run_1/clock_nets.png
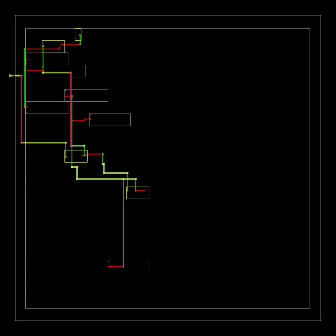
run_1/closeup.png
Region (0, 28) to (40, 68) µm. Cells in gray, sequential cells in the stronger gray; small squares are vias.
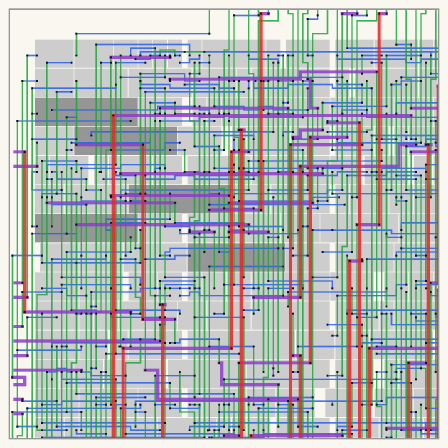
run_1/layers.png
Only two layers are drawn.
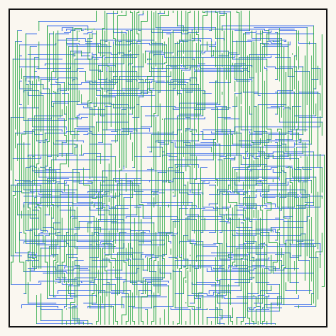
### src/rtl/axi_sram_wr_arbiter_if.sv
// ----------------------------------------------------------------------------
// axi_sram_wr_arbiter_if
//   Write-only AXI subset (AW, W, B) used between the SRAM write masters, the
//   write arbiter and the axi_sram_controller write port.
//
//   master modport : drives AW/W payload and valids, drives bready
//   slave modport  : drives awready/wready, drives B response
// ----------------------------------------------------------------------------
interface axi_sram_wr_arbiter_if #(
    parameter int AXI_ADDR_WIDTH = 20,
    parameter int AXI_DATA_WIDTH = 16
);
    localparam int STRB_WIDTH = (AXI_DATA_WIDTH + 7) / 8;

    logic [AXI_ADDR_WIDTH-1:0] awaddr;
    logic                      awvalid;
    logic                      awready;
    logic [AXI_DATA_WIDTH-1:0] wdata;
    logic [STRB_WIDTH-1:0]     wstrb;
    logic                      wvalid;
    logic                      wready;
    logic                      bvalid;
    logic                      bready;
    logic [1:0]                bresp;

    modport master (
        output awaddr, awvalid, wdata, wstrb, wvalid, bready,
        input  awready, wready, bvalid, bresp
    );

    modport slave (
        input  awaddr, awvalid, wdata, wstrb, wvalid, bready,
        output awready, wready, bvalid, bresp
    );
endinterface

### src/rtl/axi_sram_wr_arbiter.sv
// ----------------------------------------------------------------------------
// axi_sram_wr_arbiter
//   Shares the single AXI write port of axi_sram_controller between two write
//   masters (m0 = fb_writer / gfx path, m1 = framebuffer fill/clear engine).
//   One transaction in flight at a time; the owner is chosen in IDLE from the
//   masters' awvalid (wvalid alone never requests) and registered in grant.
//
// Ports:
//   axi_clk     in   clock, rising edge
//   axi_resetn  in   asynchronous active-low reset
//   m0_axi      slave modport of axi_sram_wr_arbiter_if, master 0
//   m1_axi      slave modport of axi_sram_wr_arbiter_if, master 1
//   s_axi       master modport of axi_sram_wr_arbiter_if, to the controller
//   grant       out  one-hot owner (01 = m0, 10 = m1), 00 when idle
//
// Build option:
//   AXI_SRAM_WR_ARBITER_RR_EN  defined   : round-robin on simultaneous requests
//                              undefined : fixed priority, m0 always wins ties
//
// state | meaning
// ------+---------------------------------------------------------------
// IDLE  | no owner; all handshakes to masters and controller held low
// DATA  | owner's AW and W forwarded; sticky done flags mask finished channels
// RESP  | controller B forwarded to owner; leaves on the B handshake
// ----------------------------------------------------------------------------
module axi_sram_wr_arbiter #(
    parameter int AXI_ADDR_WIDTH = 20,
    parameter int AXI_DATA_WIDTH = 16
) (
    input  logic                   axi_clk,
    input  logic                   axi_resetn,
    axi_sram_wr_arbiter_if.slave   m0_axi,
    axi_sram_wr_arbiter_if.slave   m1_axi,
    axi_sram_wr_arbiter_if.master  s_axi,
    output logic [1:0]             grant
);
    localparam int STRB_WIDTH = (AXI_DATA_WIDTH + 7) / 8;

    typedef enum logic [1:0] {
        ST_IDLE = 2'd0,
        ST_DATA = 2'd1,
        ST_RESP = 2'd2
    } state_t;

    state_t state_q, state_d;
    logic [1:0] grant_q, grant_d;
    logic       aw_done_q, aw_done_d;
    logic       w_done_q, w_done_d;

`ifdef AXI_SRAM_WR_ARBITER_RR_EN
    // 1: m1 owned the previous transaction, 0: m0 did
    logic       last_grant_q, last_grant_d;
`endif

    logic                      pick_m1;
    logic                      aw_hs, w_hs, b_hs;

    // owner-side view, selected by the registered grant
    logic [AXI_ADDR_WIDTH-1:0] own_awaddr;
    logic                      own_awvalid;
    logic [AXI_DATA_WIDTH-1:0] own_wdata;
    logic [STRB_WIDTH-1:0]     own_wstrb;
    logic                      own_wvalid;
    logic                      own_bready;
    logic                      own_awready, own_wready, own_bvalid;
    logic [1:0]                own_bresp;

    assign grant = grant_q;

    // Arbitration: a lone requester always wins; a tie goes by the build option.
    always_comb begin
`ifdef AXI_SRAM_WR_ARBITER_RR_EN
        pick_m1 = m1_axi.awvalid && (!m0_axi.awvalid || !last_grant_q);
`else
        pick_m1 = m1_axi.awvalid && !m0_axi.awvalid;
`endif
    end

    always_comb begin
        if (grant_q[1]) begin
            own_awaddr  = m1_axi.awaddr;
            own_awvalid = m1_axi.awvalid;
            own_wdata   = m1_axi.wdata;
            own_wstrb   = m1_axi.wstrb;
            own_wvalid  = m1_axi.wvalid;
            own_bready  = m1_axi.bready;
        end else begin
            own_awaddr  = m0_axi.awaddr;
            own_awvalid = m0_axi.awvalid;
            own_wdata   = m0_axi.wdata;
            own_wstrb   = m0_axi.wstrb;
            own_wvalid  = m0_axi.wvalid;
            own_bready  = m0_axi.bready;
        end
    end

    // Output forwarding; everything defaults low so the non-owner and IDLE
    // never see a ready or a response.
    always_comb begin
        s_axi.awaddr   = '0;
        s_axi.awvalid  = 1'b0;
        s_axi.wdata    = '0;
        s_axi.wstrb    = '0;
        s_axi.wvalid   = 1'b0;
        s_axi.bready   = 1'b0;
        own_awready    = 1'b0;
        own_wready     = 1'b0;
        own_bvalid     = 1'b0;
        own_bresp      = 2'b00;
        m0_axi.awready = 1'b0;
        m0_axi.wready  = 1'b0;
        m0_axi.bvalid  = 1'b0;
        m0_axi.bresp   = 2'b00;
        m1_axi.awready = 1'b0;
        m1_axi.wready  = 1'b0;
        m1_axi.bvalid  = 1'b0;
        m1_axi.bresp   = 2'b00;

        case (state_q)
            ST_DATA: begin
                // a finished channel is masked so the controller sees it once
                s_axi.awaddr  = own_awaddr;
                s_axi.awvalid = own_awvalid && !aw_done_q;
                s_axi.wdata   = own_wdata;
                s_axi.wstrb   = own_wstrb;
                s_axi.wvalid  = own_wvalid && !w_done_q;
                own_awready   = s_axi.awready && !aw_done_q;
                own_wready    = s_axi.wready && !w_done_q;
            end
            ST_RESP: begin
                own_bvalid   = s_axi.bvalid;
                own_bresp    = s_axi.bresp;
                s_axi.bready = own_bready;
            end
            default: begin
            end
        endcase

        if (grant_q[0]) begin
            m0_axi.awready = own_awready;
            m0_axi.wready  = own_wready;
            m0_axi.bvalid  = own_bvalid;
            m0_axi.bresp   = own_bresp;
        end
        if (grant_q[1]) begin
            m1_axi.awready = own_awready;
            m1_axi.wready  = own_wready;
            m1_axi.bvalid  = own_bvalid;
            m1_axi.bresp   = own_bresp;
        end
    end

    assign aw_hs = s_axi.awvalid && s_axi.awready;
    assign w_hs  = s_axi.wvalid && s_axi.wready;
    assign b_hs  = s_axi.bvalid && s_axi.bready;

    always_comb begin
        state_d   = state_q;
        grant_d   = grant_q;
        aw_done_d = aw_done_q;
        w_done_d  = w_done_q;
`ifdef AXI_SRAM_WR_ARBITER_RR_EN
        last_grant_d = last_grant_q;
`endif
        case (state_q)
            ST_IDLE: begin
                if (m0_axi.awvalid || m1_axi.awvalid) begin
                    state_d = ST_DATA;
                    grant_d = pick_m1 ? 2'b10 : 2'b01;
                end
            end
            ST_DATA: begin
                aw_done_d = aw_done_q || aw_hs;
                w_done_d  = w_done_q || w_hs;
                if (aw_done_d && w_done_d) begin
                    state_d = ST_RESP;
                end
            end
            ST_RESP: begin
                if (b_hs) begin
                    state_d   = ST_IDLE;
                    grant_d   = 2'b00;
                    aw_done_d = 1'b0;
                    w_done_d  = 1'b0;
`ifdef AXI_SRAM_WR_ARBITER_RR_EN
                    last_grant_d = grant_q[1];
`endif
                end
            end
            default: begin
                state_d   = ST_IDLE;
                grant_d   = 2'b00;
                aw_done_d = 1'b0;
                w_done_d  = 1'b0;
            end
        endcase
    end

    always_ff @(posedge axi_clk or negedge axi_resetn) begin
        if (!axi_resetn) begin
            state_q   <= ST_IDLE;
            grant_q   <= 2'b00;
            aw_done_q <= 1'b0;
            w_done_q  <= 1'b0;
        end else begin
            state_q   <= state_d;
            grant_q   <= grant_d;
            aw_done_q <= aw_done_d;
            w_done_q  <= w_done_d;
        end
    end

`ifdef AXI_SRAM_WR_ARBITER_RR_EN
    // resets to m1 so that m0 wins the first tie
    always_ff @(posedge axi_clk or negedge axi_resetn) begin
        if (!axi_resetn) begin
            last_grant_q <= 1'b1;
        end else begin
            last_grant_q <= last_grant_d;
        end
    end
`endif

endmodule

### src/flat_wrapper.sv
// flat-port wrapper written by rule: the top's interface ports become plain ports
module axi_sram_wr_arbiter_flat 
#(
    parameter int AXI_ADDR_WIDTH = 20,
    parameter int AXI_DATA_WIDTH = 16
)
  (axi_clk, axi_resetn, grant, m0_axi_awaddr, m0_axi_awvalid, m0_axi_wdata, m0_axi_wstrb, m0_axi_wvalid, m0_axi_bready, m0_axi_awready, m0_axi_wready, m0_axi_bvalid, m0_axi_bresp, m1_axi_awaddr, m1_axi_awvalid, m1_axi_wdata, m1_axi_wstrb, m1_axi_wvalid, m1_axi_bready, m1_axi_awready, m1_axi_wready, m1_axi_bvalid, m1_axi_bresp, s_axi_awaddr, s_axi_awvalid, s_axi_wdata, s_axi_wstrb, s_axi_wvalid, s_axi_bready, s_axi_awready, s_axi_wready, s_axi_bvalid, s_axi_bresp);
  axi_sram_wr_arbiter_if #(.AXI_ADDR_WIDTH(AXI_ADDR_WIDTH), .AXI_DATA_WIDTH(AXI_DATA_WIDTH)) m0_axi_i ();
  axi_sram_wr_arbiter_if #(.AXI_ADDR_WIDTH(AXI_ADDR_WIDTH), .AXI_DATA_WIDTH(AXI_DATA_WIDTH)) m1_axi_i ();
  axi_sram_wr_arbiter_if #(.AXI_ADDR_WIDTH(AXI_ADDR_WIDTH), .AXI_DATA_WIDTH(AXI_DATA_WIDTH)) s_axi_i ();
  input  logic axi_clk;
  input  logic axi_resetn;
  output logic [1:0] grant;
  input wire logic [$bits(m0_axi_i.awaddr)-1:0] m0_axi_awaddr;
  input wire logic [$bits(m0_axi_i.awvalid)-1:0] m0_axi_awvalid;
  input wire logic [$bits(m0_axi_i.wdata)-1:0] m0_axi_wdata;
  input wire logic [$bits(m0_axi_i.wstrb)-1:0] m0_axi_wstrb;
  input wire logic [$bits(m0_axi_i.wvalid)-1:0] m0_axi_wvalid;
  input wire logic [$bits(m0_axi_i.bready)-1:0] m0_axi_bready;
  output wire logic [$bits(m0_axi_i.awready)-1:0] m0_axi_awready;
  output wire logic [$bits(m0_axi_i.wready)-1:0] m0_axi_wready;
  output wire logic [$bits(m0_axi_i.bvalid)-1:0] m0_axi_bvalid;
  output wire logic [$bits(m0_axi_i.bresp)-1:0] m0_axi_bresp;
  input wire logic [$bits(m1_axi_i.awaddr)-1:0] m1_axi_awaddr;
  input wire logic [$bits(m1_axi_i.awvalid)-1:0] m1_axi_awvalid;
  input wire logic [$bits(m1_axi_i.wdata)-1:0] m1_axi_wdata;
  input wire logic [$bits(m1_axi_i.wstrb)-1:0] m1_axi_wstrb;
  input wire logic [$bits(m1_axi_i.wvalid)-1:0] m1_axi_wvalid;
  input wire logic [$bits(m1_axi_i.bready)-1:0] m1_axi_bready;
  output wire logic [$bits(m1_axi_i.awready)-1:0] m1_axi_awready;
  output wire logic [$bits(m1_axi_i.wready)-1:0] m1_axi_wready;
  output wire logic [$bits(m1_axi_i.bvalid)-1:0] m1_axi_bvalid;
  output wire logic [$bits(m1_axi_i.bresp)-1:0] m1_axi_bresp;
  output wire logic [$bits(s_axi_i.awaddr)-1:0] s_axi_awaddr;
  output wire logic [$bits(s_axi_i.awvalid)-1:0] s_axi_awvalid;
  output wire logic [$bits(s_axi_i.wdata)-1:0] s_axi_wdata;
  output wire logic [$bits(s_axi_i.wstrb)-1:0] s_axi_wstrb;
  output wire logic [$bits(s_axi_i.wvalid)-1:0] s_axi_wvalid;
  output wire logic [$bits(s_axi_i.bready)-1:0] s_axi_bready;
  input wire logic [$bits(s_axi_i.awready)-1:0] s_axi_awready;
  input wire logic [$bits(s_axi_i.wready)-1:0] s_axi_wready;
  input wire logic [$bits(s_axi_i.bvalid)-1:0] s_axi_bvalid;
  input wire logic [$bits(s_axi_i.bresp)-1:0] s_axi_bresp;
  assign m0_axi_i.awaddr = m0_axi_awaddr;
  assign m0_axi_i.awvalid = m0_axi_awvalid;
  assign m0_axi_i.wdata = m0_axi_wdata;
  assign m0_axi_i.wstrb = m0_axi_wstrb;
  assign m0_axi_i.wvalid = m0_axi_wvalid;
  assign m0_axi_i.bready = m0_axi_bready;
  assign m0_axi_awready = m0_axi_i.awready;
  assign m0_axi_wready = m0_axi_i.wready;
  assign m0_axi_bvalid = m0_axi_i.bvalid;
  assign m0_axi_bresp = m0_axi_i.bresp;
  assign m1_axi_i.awaddr = m1_axi_awaddr;
  assign m1_axi_i.awvalid = m1_axi_awvalid;
  assign m1_axi_i.wdata = m1_axi_wdata;
  assign m1_axi_i.wstrb = m1_axi_wstrb;
  assign m1_axi_i.wvalid = m1_axi_wvalid;
  assign m1_axi_i.bready = m1_axi_bready;
  assign m1_axi_awready = m1_axi_i.awready;
  assign m1_axi_wready = m1_axi_i.wready;
  assign m1_axi_bvalid = m1_axi_i.bvalid;
  assign m1_axi_bresp = m1_axi_i.bresp;
  assign s_axi_awaddr = s_axi_i.awaddr;
  assign s_axi_awvalid = s_axi_i.awvalid;
  assign s_axi_wdata = s_axi_i.wdata;
  assign s_axi_wstrb = s_axi_i.wstrb;
  assign s_axi_wvalid = s_axi_i.wvalid;
  assign s_axi_bready = s_axi_i.bready;
  assign s_axi_i.awready = s_axi_awready;
  assign s_axi_i.wready = s_axi_wready;
  assign s_axi_i.bvalid = s_axi_bvalid;
  assign s_axi_i.bresp = s_axi_bresp;
  axi_sram_wr_arbiter #(.AXI_ADDR_WIDTH(AXI_ADDR_WIDTH), .AXI_DATA_WIDTH(AXI_DATA_WIDTH)) u_core (.axi_clk(axi_clk), .axi_resetn(axi_resetn), .m0_axi(m0_axi_i), .m1_axi(m1_axi_i), .s_axi(s_axi_i), .grant(grant));
endmodule
### config.mk
export PLATFORM = sky130hd
export DESIGN_NAME = axi_sram_wr_arbiter_flat
export DESIGN_NICKNAME = d
export VERILOG_FILES = /design/src/rtl/axi_sram_wr_arbiter_if.sv /design/src/rtl/axi_sram_wr_arbiter.sv /design/src/flat_wrapper.sv
export SDC_FILE = /design/constraint.sdc
export NUM_CORES = 1
export LEC_CHECK = 0
export ABC_AREA = 1
export CAP_MARGIN = 20
export CORE_MARGIN = 2
export CORE_UTILIZATION = 25
export DETAILED_ROUTE_END_ITERATION = 16
export GPL_TIMING_DRIVEN = 0
export PLACE_DENSITY_LB_ADDON = 0.25
export RECOVER_POWER = 25
export SLEW_MARGIN = 15
export SYNTH_ARGS = -nofsm -noshare
export SYNTH_HDL_FRONTEND = slang
export SYNTH_SLANG_ARGS = --single-unit
### constraint.sdc
create_clock -name axi_clk -period 1.2 [get_ports axi_clk]
set_input_delay 0.12 -clock axi_clk [delete_from_list [all_inputs] [get_ports axi_clk]]
set_output_delay 0.12 -clock axi_clk [all_outputs]
set_load 0.05 [all_outputs]
==> results.tsv, run 1 <==
stage	metric	value	unit
floorplan	fp_util	0.260	
floorplan	rows	23	
clocking	numCtsBuffers	3	
grt	antenna_found_initial	0	
clocking	cts_tree	built	
setup_path	reg2reg_from	u_core.grant[1]$_DFFE_PN0P_	
synthesis	syn_inst	205	
floorplan	die_h	68.2	µm
placed_design	place_congestion	0.869	
finish	drive_above_1_share	0.577	
clocking	cts.sinks	6	
power_and_ir_drop	power_frac_comb	0.937	
final_timing	skew	0.00637	ns
power_and_ir_drop	p_clk_frac	0.027	
synthesis	yosysTopAreaCellShare	0.393	
finish	filler_cell_count	55	
clocking	clockBufferDepth	2	
synthesis	synth.most_common_cell	nand2_1	
detailed_routing	drc	0	
finish	antenna_cells	0	
final_timing	fmax	0.585	GHz
final_timing	worst_slew_pin_slew	0.503	ns
setup_path	critPathKind	register to output pin	
floorplan	ios	142	
synthesis	enable_flop_cells	0	
finish	area_growth	277	%
setup_path	cp_max_fo	8	
clocking	clk_pin_slew	0.05	ns
setup_path	worst_ep_required_time	1.08	ns
final_timing	rsz0062_at_grt	true	
grt	grt_usage	0.338	
power_and_ir_drop	intPower	5.06	mW
grt	grt_max_degree	11	
grt	overflow	0	
synthesis	yosysChipArea	1030	µm²
placed_design	numPortBuffers	141	
synthesis	ys.flops	6	
floorplan	die_x	68.2	µm
flow_run	tool_warnings	29	
final_timing	slew_violations	0	
floorplan	die-area	4650	µm²
setup_path	rr_endpoint	u_core.state_q[0]$_DFFE_PN0P_	
grt	grt_pass1_wl	11200	µm
finish	layout.cells.non_filler	416	
power_and_ir_drop	pwr-share-seq	0.036	
clocking	h-tree-depth	1	
grt	grt_pass1_vias	2281	
min_path	hold_class	input port to async pin	
synthesis	yosys.area.top_type	nand2_1	
clocking	root_buffer	clkbuf_8	
synthesis	ff_type	dfrtp_1	
synthesis	topCellsByArea	nand2_1 39%, a21oi_1 18%, dfrtp_1 15%	
setup_path	crit_path_end_kind	output pin	
setup_path	regToRegSetupSlack	-0.46	ns
flow_run	maxCapViolCount	0	
final_timing	whs	0.235	ns
status	violations	setup timing	
synthesis	ys_async_sr_fraction	1.00	
synthesis	synth_area_per_cell	5.03	µm²
final_timing	setup_viol	59	
power_and_ir_drop	p_per_area	3370	nW/µm²
placed_design	dp_cells	396	
synthesis	netlist_area	1030	µm²
finish	nNetsFinal	456	
status	outcome	complete, but fails checks	
synthesis	netlist_top_cells_count	108 x nand2_1, 38 x a21oi_1, 11 x inv_1, 9 x nor2_1, 8 x buf_2	
synthesis	yosysWarnings	0	
setup_path	start_kind	register	
final_timing	setup_slack	-0.508	ns
detailed_routing	ant_nets	0	
synthesis	yosys.area_share.aoi	0.200	
power_and_ir_drop	vdd.ir_drop.worst	2.65	mV
synthesis	synth_cell_types	20	
synthesis	synth_nets	294	
synthesis	yosys.stat.seqShare	0.146	
final_timing	max-slew-margin-rel	0.666	
power_and_ir_drop	power.leakage	1.64	nW
synthesis	ys_sh_simple	0.529	
power_and_ir_drop	switching_power	8.04	mW
Notes on clock_nets.png above:
CLK BUF: 4
registers: 6
Clock Power: 357 µW

Notes on closeup.png above:
- red: M4
- green: M2
- purple: M3
- blue: M1
- sequential cells in the window: 5
- cells with their middle in the window: 137
- most frequent: nand2_1 (24), clkdlybuf4s50_1 (21), buf_6 (14)
- netlist names of flops here include: u_core.grant (2), u_core.state_q (2)

Notes on layers.png above:
- green: M2 (wire length 5650 µm)
- blue: M1 (wire length 3360 µm)

run 1: worst max path at each step:
stage,start,endpoint,cells after the start
6_report,u_core.grant[1]$_DFFE_PN0P_,s_axi_wdata[1],6
5_1_grt,u_core.grant[1]$_DFFE_PN0P_,s_axi_wdata[1],6
4_1_cts,u_core.grant[1]$_DFFE_PN0P_,s_axi_awaddr[14],6
3_5_place_dp,u_core.grant[1]$_DFFE_PN0P_,s_axi_awaddr[15],6
3_3_place_gp,u_core.grant[1]$_DFFE_PN0P_,s_axi_awaddr[16],6
2_1_floorplan,u_core.grant[1]$_DFFE_PN0P_,s_axi_awaddr[11],5
run 1: flip-flops by register name (all words and copies together) (netlist names):
| signal | cells |
|---|---|
| u_core.state_q | 2 |
| u_core.grant | 2 |
| u_core.aw_done_q | 1 |
| u_core.w_done_q | 1 |
run 1: critical path, stage by stage, from the launching register on:
cell and delay [ns]:
dfrtp_2 0.40, buf_12 0.17, buf_8 0.14, buf_8 0.13, nand2_4 0.08, a21oi_4 0.23, buf_6 0.19
run 1: layer usage:
layer  global-route usage  share of wire  vias to the layer above
met5                    0              0                        -
met4                0.223          0.089                        0
met3               0.0724           0.10                       88
met2                0.678           0.51                      225
met1                0.293           0.30                     1149
li1                     -              -                      971
run 1: cells by family (layout without fill, tap and decap cells):
logic type / after synthesis / count (layout)
DFF: 6 / 6
buffers and inverters: 27 / 188
and+or+nand+nor: 133 / 133
AOI/OAI and AO/OA: 39 / 39
run 1: repair_timing:
action / in CTS / in global routing
hold buffers: 0 / 0
pin swaps: 10 / 11
buffers inserted: 7 / 4
resized: 428 / 48
cloned: 3 / 2
setup endpoints to repair: 59 / 58
run 1: power groups by stage:
stage	combinational, mW	clock (mW)	sequential, mW
2_1_floorplan	6.74	0	0.476
4_1_cts	10.8	0.342	0.413
3_5_place_dp	9.31	0	0.379
5_1_grt	12.5	0.383	0.479
6_report	12.3	0.357	0.474
3_3_place_gp	9.20	0	0.376
run 1: per-stage QoR:
stage | TNS, ns | area, µm² | setup slack [ns] | total power, mW | utilization
floorplan | -11.55 | 1700 | -0.262 | 7.21 | -
global placement | -38.31 | 3170 | -0.818 | 9.57 | 0.798
detailed placement | -38.95 | 3170 | -0.822 | 9.69 | 0.798
CTS | -17.33 | 3630 | -0.383 | 11.6 | 0.913
global route | -22.47 | 3880 | -0.539 | 13.4 | 0.978
finish | -20.93 | 3880 | -0.508 | 13.1 | 0.978
run 1: cells in the final DEF (no fill, tap or decap), types with 2 or more instances in the layout:
cell              n
buf_8            11
dfrtp_1           2
nor2_4           10
nand2_8           2
inv_1             7
nand2_1          54
inv_4             3
clkdlybuf4s50_1  87
nor3_4            6
clkbuf_8          3
buf_6            49
nand2_4          29
dfrtp_2           4
buf_12            6
nand2_2          28
a21oi_4          39
clkbuf_16         2
buf_16            2
inv_2             2
buf_4             9
run 1: layout make-up:
class,count,area (µm²),area share
buffer,13,198,0.0509
clock buffer,4,45.0,0.0116
inverter,14,80.1,0.0206
multi-input combinational,172,1620,0.418
sequential,6,155,0.0399
tap,50,62.6,0.0161
timing repair buffer,156,1710,0.441
timing repair inverter,1,8.76,0.00225
==> run 1 -> run 2 <==
--- a/config.mk
+++ b/config.mk
@@ -11,7 +11,7 @@
 export CORE_UTILIZATION = 25
 export DETAILED_ROUTE_END_ITERATION = 16
 export GPL_TIMING_DRIVEN = 0
-export PLACE_DENSITY_LB_ADDON = 0.25
+export PLACE_DENSITY = 0.82
 export RECOVER_POWER = 25
 export SLEW_MARGIN = 15
 export SYNTH_ARGS = -nofsm -noshare
==> run 2 against run 1 <==
Synthesized area did not move; synthesized cell count unchanged; the run now fails in global routing (5_1_grt).
==> results.tsv, run 2 <==
stage	metric	value	unit	change
status	outcome	stopped before the end		
status	lastStage	global routing (5_1_grt)		
status	tool.error	[ERROR GRT-0232] Routing congestion too high. Check the congestion heatmap in the GUI.		
synthesis	netlist_top_cells_count	108 x nand2_1, 38 x a21oi_1, 11 x inv_1, 9 x nor2_1, 8 x buf_2		
clocking	root_buffer	clkbuf_8		
synthesis	ys_cells	205		
synthesis	synth_cell_types	20		unchanged
floorplan	ios	142		unchanged
grt	overflow	6		
placed_design	hpwl	4700	µm	
placed_design	numPortBuffers	141		unchanged
synthesis	yosysChipArea	1030	µm²	unchanged
clocking	cts.sinks	6		unchanged
synthesis	yosys.stat.seqShare	0.146		unchanged
clocking	ctsHoldBuffers	0		unchanged
placed_design	place_congestion	0.804		-7.5%
final_timing	worst-ep-kind	top-level output		
grt	grt_usage	0.644		
synthesis	netlist_area	1030	µm²	unchanged
synthesis	synth.most_common_cell	nand2_1		
clocking	numCtsBuffers	3		unchanged
synthesis	enable_flop_cells	0		unchanged
grt	grt_max_degree	11		
floorplan	die_h	68.2	µm	unchanged
clocking	h-tree-depth	1		unchanged
synthesis	ys_async_sr_fraction	1.00		unchanged
placed_design	dp_cells	396		unchanged
placed_design	pre_cts_slack	-0.812	ns	+0.00968 ns
synthesis	ff_type	dfrtp_1		
floorplan	rows	23		unchanged
synthesis	syn_inst	205		unchanged
synthesis	synth_area_per_cell	5.03	µm²	unchanged
synthesis	topCellsByArea	nand2_1 39%, a21oi_1 18%, dfrtp_1 15%		
final_timing	worst_endpoint	s_axi_wdata[6]		
synthesis	yosysWarnings	0		unchanged
synthesis	synth_nets	294		unchanged
synthesis	yosysTopAreaCellShare	0.393		unchanged
synthesis	ys.flops	6		unchanged
synthesis	yosys.area.top_type	nand2_1		
floorplan	die_x	68.2	µm	unchanged
floorplan	fp_util	0.260		unchanged
clocking	clockBufferDepth	2		unchanged
==> run 2: cell families after synthesis <==
group,Yosys count,synth area share
AND/OR/NAND/NOR,133,0.529
AND-OR/OR-AND,39,0.200
buffers and inverters,27,0.125
flip-flops,6,0.146
==> run 2: stage by stage <==
step           total power [mW]  setup TNS, ns  cell area [µm²]  hold slack (ns)  utilization
2_1_floorplan              7.21         -11.55             1700           -0.176            -
3_3_place_gp               9.59         -38.12             3170            0.386        0.798
3_5_place_dp               9.69         -38.66             3170            0.390        0.798
4_1_cts                    11.5         -15.02             3580            0.158        0.901
==> run 2: timing repair <==
item,CTS
setup buffers,10
resized,415
pin swaps,10
endpoints found under the setup margin,59
gates cloned,2
==> run 2: layer usage <==
| metal | GRT overflow | track usage |
|---|---|---|
| met1 | 0 | 0.626 |
| met3 | 0 | 0.413 |
| met2 | 5 | 0.870 |
| met4 | 1 | 0.700 |
| met5 | 0 | 0 |
==> run 2 -> run 3 <==
--- a/config.mk
+++ b/config.mk
@@ -11,7 +11,7 @@
 export CORE_UTILIZATION = 25
 export DETAILED_ROUTE_END_ITERATION = 16
 export GPL_TIMING_DRIVEN = 0
-export PLACE_DENSITY = 0.82
+export PLACE_DENSITY_LB_ADDON = 0.15
 export RECOVER_POWER = 25
 export SLEW_MARGIN = 15
 export SYNTH_ARGS = -nofsm -noshare
run_3/port_trees.png
The bar under the picture is 20 µm long.
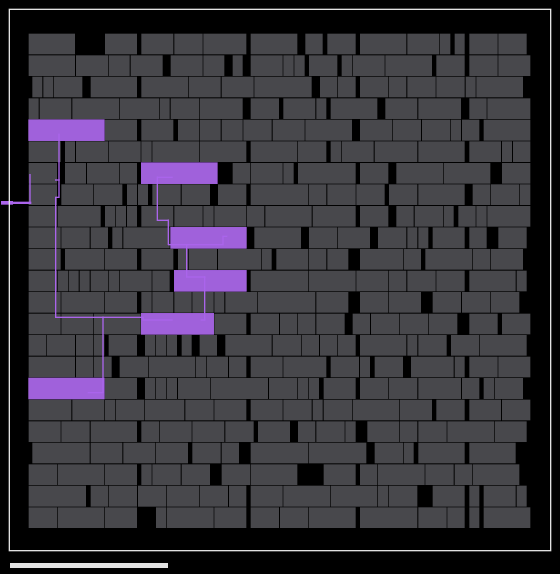
- purple: axi_resetn (bits 1; direction input; edge left; end cells 6; buffers 1; wire 88.5 µm)

run_3/closeup.png
Region (0, 28) to (40, 68) µm. Cells in gray, sequential cells in the stronger gray; small squares are vias.
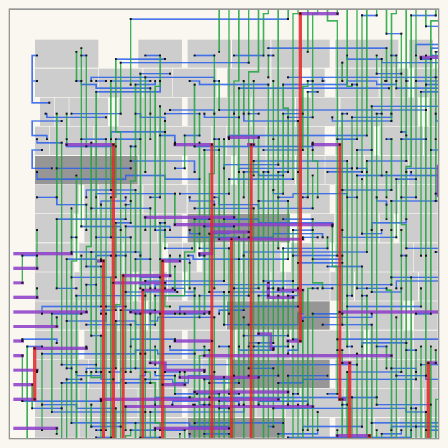

==> run 3 against run 2 <==
The flow now finishes with violations (setup timing); synthesized area did not move; synthesized cell count did not move.
==> results.tsv, run 3 <==
stage	metric	value	unit	change
synthesis	synth_cell_types	20		unchanged
setup_path	start_kind	register		
finish	area_growth	266	%	
grt	grt_max_degree	11		
clocking	cts_tree	built		
status	outcome	complete, but fails checks		
synthesis	netlist_top_cells_count	108 x nand2_1, 38 x a21oi_1, 11 x inv_1, 9 x nor2_1, 8 x buf_2		
floorplan	die-area	4650	µm²	
grt	grt_pass1_vias	2226		
final_timing	post-route-min-period	1.61	ns	
final_timing	setup_slack	-0.405	ns	
synthesis	yosysChipArea	1030	µm²	unchanged
final_timing	rsz0062_at_grt	true		
synthesis	yosys.stat.seqShare	0.146		unchanged
clocking	clk_pin_slew	0.04	ns	
final_timing	hold_violations	0		
clocking	h-tree-depth	1		unchanged
setup_path	reg2reg_from	u_core.grant[1]$_DFFE_PN0P_		
grt	grt_pass1_wl	11100	µm	
placed_design	numPortBuffers	141		unchanged
placed_design	hpwl	4420	µm	-6.0%
status	violations	setup timing		
synthesis	ys_async_sr_fraction	1.00		unchanged
detailed_routing	wirelength	9990	µm	
floorplan	core	3970	µm²	
flow_run	tool_warnings	29		
synthesis	synth_nets	294		unchanged
detailed_routing	drc	0		
floorplan	die_x	68.2	µm	unchanged
finish	drive_above_1_share	0.576		
power_and_ir_drop	p_per_area	3370	nW/µm²	
min_path	hold_class	input port to async pin		
final_timing	setup_viol	57		
grt	overflow	0		
synthesis	topCellsByArea	nand2_1 39%, a21oi_1 18%, dfrtp_1 15%		
synthesis	synth_area_per_cell	5.03	µm²	unchanged
synthesis	ys.flops	6		unchanged
placed_design	place_congestion	0.839		+4.3%
synthesis	synth.most_common_cell	nand2_1		
power_and_ir_drop	power.leakage	1.54	nW	
final_timing	min_period_over_period	1.34		
synthesis	syn_inst	205		unchanged
detailed_routing	drtIter0Drc	133		
setup_path	cp_max_fo	7		
clocking	ctsHoldBuffers	0		unchanged
synthesis	netlist_area	1030	µm²	unchanged
floorplan	rows	23		unchanged
finish	filler_cell_count	103		
setup_path	worst_ep_required_time	1.08	ns	
clocking	clk_latency	0.24	ns	
final_timing	tns	-19.12	ns	
final_timing	skew	0.00394	ns	
grt	antenna_found_initial	0		
grt	grt_usage	0.322		
floorplan	fp_util	0.260		unchanged
setup_path	critical_path_arrival	1.49	ns	
detailed_routing	ant_nets	0		
synthesis	yosys.area.top_type	nand2_1		
clocking	clockBufferDepth	2		unchanged
floorplan	ios	142		unchanged
setup_path	crit_start	u_core.grant[1]$_DFFE_PN0P_		
clocking	root_buffer	clkbuf_8		
synthesis	yosysTopAreaCellShare	0.393		unchanged
finish	layout_top_cells	87 x clkdlybuf4s50_1, 55 x nand2_1, 45 x buf_6		
synthesis	yosysWarnings	0		unchanged
synthesis	ys_cells	205		unchanged
detailed_routing	dr_total_vias	2324		
final_timing	whs	0.229	ns	
floorplan	die_h	68.2	µm	unchanged
final_timing	max-slew-margin-rel	0.755		
clocking	cts.sinks	6		unchanged
finish	antenna_cells	0		
finish	logic_area	1550	µm²	
synthesis	enable_flop_cells	0		unchanged
setup_path	critPathKind	register to output pin		
synthesis	ff_type	dfrtp_1		
flow_run	maxCapViolCount	0		
clocking	numCtsBuffers	3		unchanged
final_timing	slew_violations	0		
setup_path	crit_path_end_kind	output pin		
run 3: cell counts after synthesis:
Identical to the previous run, type by type.
run 3: path summary, 6_finish.rpt:
check	end	slack, ns	depth (start not counted)
min in group axi_clk	u_core.w_done_q$_DFFE_PN0P_	0.50	2
worst max register to register	u_core.state_q[0]$_DFFE_PN0P_	-0.31	10
max in group asynchronous	u_core.state_q[1]$_DFFE_PN0P_	0.68	1
worst min-delay path	u_core.w_done_q$_DFFE_PN0P_	0.23	1
worst max-delay path	s_axi_awaddr[13]	-0.41	6
worst min register to register	u_core.w_done_q$_DFFE_PN0P_	0.50	2
run 3: per-layer routing:
layer  GRT usage  wire (µm)  vias up  part of all wire
met5           0          0        -                 0
met4       0.175        751        0             0.075
met3      0.0559        831       68             0.083
met2       0.601       5210      185              0.52
met1       0.339       3200     1109              0.32
li1            -          -      962                 -
run 3: cell families (layout without fill, tap and decap cells):
kind of cell    Yosys count  after routing  synth area share
simple gates            133            133             0.529
flops                     6              6             0.146
compound gates           39             39             0.200
buf+inv                  27            185             0.125
run 3: critical path: stages (launching register included):
cell	delay, ns
dfrtp_2	0.38
buf_12	0.16
buf_8	0.15
buf_6	0.12
nand2_1	0.10
a21oi_4	0.15
buf_6	0.18
run 3: what timing repair did:
item,in CTS,in global routing
setup endpoints to repair,59,57
gates cloned,2,0
setup buffers,9,3
gates resized,435,37
pin swaps,6,11
run 3: cell type report:
type | instances | share of cell area
flip-flops and latches | 6 | 0.0411
plain buffers | 13 | 0.0541
repair buffers | 154 | 0.443
repair inverters | 1 | 0.00299
multi-input cells | 172 | 0.411
clock buffers | 3 | 0.0109
well taps | 50 | 0.0166
inverters | 14 | 0.0202
run 3: per-stage QoR:
stage	power, mW	instance area, µm²	setup slack (ns)	util	instances
detailed placement	9.63	3170	-0.808	0.798	396
CTS	11.5	3610	-0.326	0.910	410
global placement	9.55	3170	-0.789	0.798	396
finish	12.7	3770	-0.405	0.950	413
global route	13.1	3770	-0.469	0.950	413
floorplan	7.21	1700	-0.262	-	205
run 3: where the power goes:
part | total, mW | switching (mW) | internal [mW] | leakage (nW)
Combinational | 11.9 | 7.48 | 4.41 | 1.45
Clock | 0.340 | 0.121 | 0.219 | 0.0216
Sequential | 0.467 | 0.153 | 0.314 | 0.0705
Power is estimated from default activity; no workload was simulated.
